### The metal 4 layer

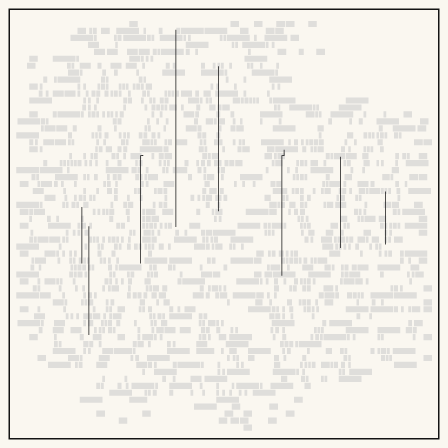
### Zoomed window

Region (113, 29) to (138, 54) µm. Cells in grey, sequential cells in the stronger grey; small squares are vias.
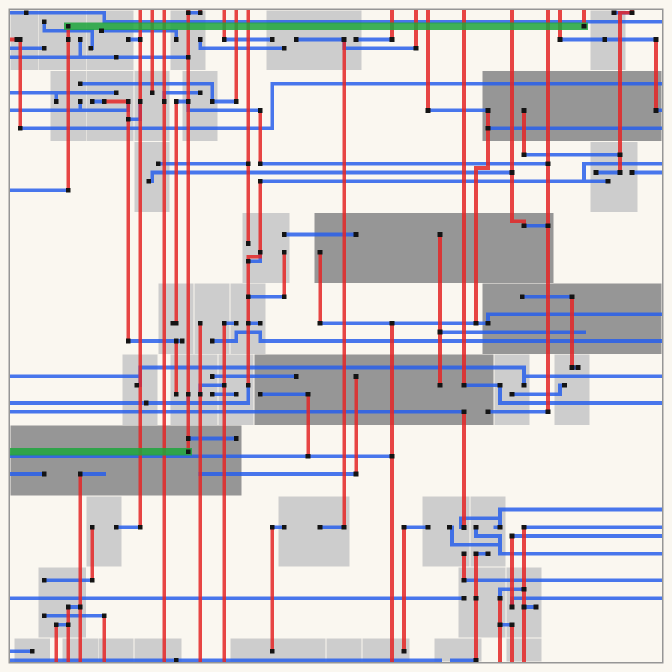
### Metal layers overlaid

Two of the layers only.
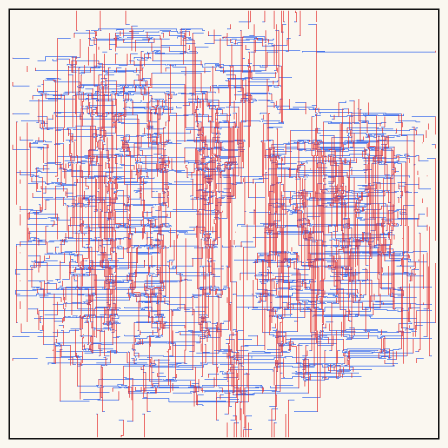
<file path="src/rtl/lift_pkg.sv">
// lift_pkg: shared constants and encodings for the 5/3 lifting blocks.
// Holds the default sample width, the rounding constant of the update step,
// the sequencer state encoding and the predict/update phase encoding.
package lift_pkg;
    localparam int DW = 19;
    localparam int ROUND = 2;
    typedef enum logic [2:0] {IDLE, RD_L, RD_C, RD_R, CALC, WR, FIN} state_t;
    typedef enum logic {PH_PRED, PH_UPD} phase_t;
endpackage

</file>
<file path="src/rtl/lift_alu.sv">
// lift_alu: combinational 5/3 lifting step for one coefficient.
// Ports: l, c, r - left, centre and right samples (W-bit two's complement)
//        phase   - PH_PRED: c - ((l + r) >>> 1), PH_UPD: c + ((l + r + 2) >>> 2)
//        result  - new centre value, wrapped modulo 2^W
module lift_alu
    import lift_pkg::*;
#(
    parameter int W = DW
) (
    input  logic [W-1:0] l,
    input  logic [W-1:0] c,
    input  logic [W-1:0] r,
    input  phase_t       phase,
    output logic [W-1:0] result
);
    logic signed [W+1:0] sum;
    logic signed [W+1:0] step;

    // Two guard bits keep the neighbour sum plus rounding exact before the shift.
    always_comb begin
        sum = {{2{l[W-1]}}, l} + {{2{r[W-1]}}, r} + ((phase == PH_UPD) ? (W+2)'(ROUND) : '0);
        step = (phase == PH_UPD) ? (sum >>> 2) : (sum >>> 1);
        result = (phase == PH_UPD) ? c + step[W-1:0] : c - step[W-1:0];
    end
endmodule

</file>
<file path="src/rtl/lift_seq.sv">
// lift_seq: in-place 5/3 lifting of one row held in an external memory.
// Ports: clk, rst (async, active-high)
//        start, len         - request and row length (even, 4..2^AW)
//        busy, done, err    - status; err pulses with done for a rejected len
//        mem_addr, mem_rd, mem_rdata (one-cycle read latency)
//        mem_wr, mem_wdata  - row-memory write port
module lift_seq #(
    parameter int DW = lift_pkg::DW,
    parameter int AW = 9
) (
    input  logic          clk,
    input  logic          rst,
    input  logic          start,
    input  logic [AW:0]   len,
    output logic          busy,
    output logic          done,
    output logic          err,
    output logic [AW-1:0] mem_addr,
    output logic          mem_rd,
    input  logic [DW-1:0] mem_rdata,
    output logic          mem_wr,
    output logic [DW-1:0] mem_wdata
);
    import lift_pkg::*;

    localparam logic [AW:0] ONE  = (AW+1)'(1);
    localparam logic [AW:0] TWO  = (AW+1)'(2);
    localparam logic [AW:0] LMIN = (AW+1)'(4);
    localparam logic [AW:0] LMAX = (AW+1)'(1 << AW);

    state_t        state;
    phase_t        ph;
    logic [AW:0]   idx;
    logic [AW:0]   len_q;
    logic [AW:0]   nxt;
    logic [AW:0]   rgt;
    logic [DW-1:0] l_q;
    logic [DW-1:0] c_q;
    logic [DW-1:0] result;
    logic          last;
    logic          ok;

    // Only the last odd index reaches past the row end, so only it mirrors to len-2.
    // Predict ends at len-1 and update at len-2; both give idx+1 >= len-1.
    always_comb begin
        nxt = idx + ONE;
        rgt = (nxt == len_q) ? len_q - TWO : nxt;
        last = nxt >= len_q - ONE;
        ok = !len[0] && len >= LMIN && len <= LMAX;
    end

    // The right neighbour arrives on mem_rdata during CALC, so it feeds the ALU directly.
    lift_alu #(.W(DW)) u_alu (
        .l      (l_q),
        .c      (c_q),
        .r      (mem_rdata),
        .phase  (ph),
        .result (result)
    );

    // Outputs are set on the edge that enters each state, so they line up with it.
    always_ff @(posedge clk or posedge rst) begin
        if (rst) begin
            state <= IDLE;
            ph <= PH_PRED;
            idx <= '0;
            len_q <= '0;
            l_q <= '0;
            c_q <= '0;
            busy <= 1'b0;
            done <= 1'b0;
            err <= 1'b0;
            mem_rd <= 1'b0;
            mem_wr <= 1'b0;
            mem_addr <= '0;
            mem_wdata <= '0;
        end else begin
            done <= 1'b0;
            err <= 1'b0;
            mem_rd <= 1'b0;
            mem_wr <= 1'b0;
            case (state)
                IDLE: begin
                    if (start && ok) begin
                        state <= RD_L;
                        ph <= PH_PRED;
                        idx <= ONE;
                        len_q <= len;
                        busy <= 1'b1;
                        mem_rd <= 1'b1;
                        mem_addr <= '0;
                    end else if (start) begin
                        state <= FIN;
                        done <= 1'b1;
                        err <= 1'b1;
                    end
                end
                RD_L: begin
                    state <= RD_C;
                    mem_rd <= 1'b1;
                    mem_addr <= AW'(idx);
                end
                RD_C: begin
                    l_q <= mem_rdata;
                    state <= RD_R;
                    mem_rd <= 1'b1;
                    mem_addr <= AW'(rgt);
                end
                RD_R: begin
                    c_q <= mem_rdata;
                    state <= CALC;
                end
                CALC: begin
                    state <= WR;
                    mem_wr <= 1'b1;
                    mem_addr <= AW'(idx);
                    mem_wdata <= result;
                end
                WR: begin
                    if (last && ph == PH_UPD) begin
                        state <= FIN;
                        busy <= 1'b0;
                        done <= 1'b1;
                    end else begin
                        // Update starts at x[0], whose left neighbour mirrors to x[1].
                        state <= RD_L;
                        mem_rd <= 1'b1;
                        mem_addr <= last ? AW'(1) : AW'(nxt);
                        ph <= last ? PH_UPD : ph;
                        idx <= last ? '0 : idx + TWO;
                    end
                end
                FIN: state <= IDLE;
                default: state <= IDLE;
            endcase
        end
    end
endmodule

</file>
<file path="config.mk">
export PLATFORM = sky130hd
export DESIGN_NAME = lift_seq
export DESIGN_NICKNAME = d
export VERILOG_FILES = /design/src/rtl/lift_pkg.sv /design/src/rtl/lift_alu.sv /design/src/rtl/lift_seq.sv
export SDC_FILE = /design/constraint.sdc
export NUM_CORES = 1
export LEC_CHECK = 0
export ABC_AREA = 1
export CAP_MARGIN = 20
export CORE_MARGIN = 2
export CORE_UTILIZATION = 30
export CTS_BUF_LIST = sky130_fd_sc_hd__clkbuf_16
export CTS_CLUSTER_DIAMETER = 50
export DETAILED_ROUTE_END_ITERATION = 7
export PLACE_DENSITY = 0.46
export SLEW_MARGIN = 20
export SYNTH_ARGS = -nofsm -noshare
export SYNTH_HDL_FRONTEND = slang
export SYNTH_HIERARCHICAL = 1
export SYNTH_SLANG_ARGS = --single-unit
</file>
<file path="constraint.sdc">
create_clock -name clk -period 6.4 [get_ports clk]
set_input_delay 0.96 -clock clk [delete_from_list [all_inputs] [get_ports clk]]
set_output_delay 0.96 -clock clk [all_outputs]
set_load 0.005 [all_outputs]
</file>
==> impl.org <==
* Implementation run

** Final timing
- Number of hold violations in the final report :: 0
- Setup slack after layout :: 0.642 ns
- The final timing report lists a max-slew violation count of 0.
- Max_slew headroom :: 42.9%
- Hold is met by 0.472 ns.

** GRT
- Leftover overflow at the end of global routing :: 0
- Met2 usage in global routing :: 33.0%
- GR Layer Usage met3 :: 2.20%

** Clocking
- TritonCTS clock tree :: yes
- The later pin in the worst-skew pair is clocked with a latency of 0.35 ns.
- Per the CTS log, the maximum H-tree level is 3.

** Route
- Routed wire length on met3 :: 541 µm
- The script parses the final routing iteration and logs DRC violations as 8.
- Average via count per standard cell :: 4.72

** Synth
- After synthesis the netlist holds a flip-flop and latch count of 95.
- The share of the Yosys chip area taken by registers is 29.7%.
- Flip-flops with a built-in enable :: 0
- Synthesis instantiated 45 different standard cells from the library.

** Finish
- Layout sequential cell count :: 95
- In the final layout, non-clock buffers account for 7.39% of the cell area.
- Leaving out buffers and inverters, the combinational logic in the layout accounts for 0.00490 mm².
- Post-layout instance count excluding filler cells :: 1,579
- Final core area utilization :: 35.5%
- Area-dominant class :: logic gates
- In the final layout, the registers with the most flip-flops are c_q: 19 flops, l_q: 19 flops, mem_wdata: 19 flops.
- The final antenna diode tally reported by the flow is 0.

** Worst setup path
- For the worst flop-to-flop path, the logic depth is 24.
- Crit Reg-Reg Endpoint :: mem_wdata[13]$_DFFE_PP0P_
- Slowest cell on crit path :: clkdlybuf4s50_1
- Looking at the critical path, the highest net fanout was 4.
- The critical path ends at mem_wdata[13]$_DFFE_PP0P_.

** Floorplan
- According to the floorplan report, the die width is 167 µm.

** Status
- Run status :: finished with violations
- Violated checks :: design-rule violations

** Hold path
- Number of cells on the worst hold path :: 2

** Placed design
- At the placement stage, the worst setup path has a slack of 0.282 ns.
- Per the gpl log, the routability congestion estimate is 0.893.
Notes on 'The metal 4 layer' above:
main direction: vertical
wire length on this layer: 346 µm
longest straight run: 76.8 µm
nets with wire on the layer: 7

Notes on 'Zoomed window' above:
legend:
  blue:
    layer: met1
  red:
    layer: met2
  green:
    layer: met3
sequential cells in the window: 5
netlist names of flops here include: len_q (4), idx (1)
most frequent: nand2_1 (9), inv_1 (6), dfrtp_1 (5)
cells with their middle in the window: 33

Notes on 'Metal layers overlaid' above:
legend:
  blue:
    layer: met1
    wire_length: 10,800 µm
  red:
    layer: met2
    wire_length: 12,200 µm

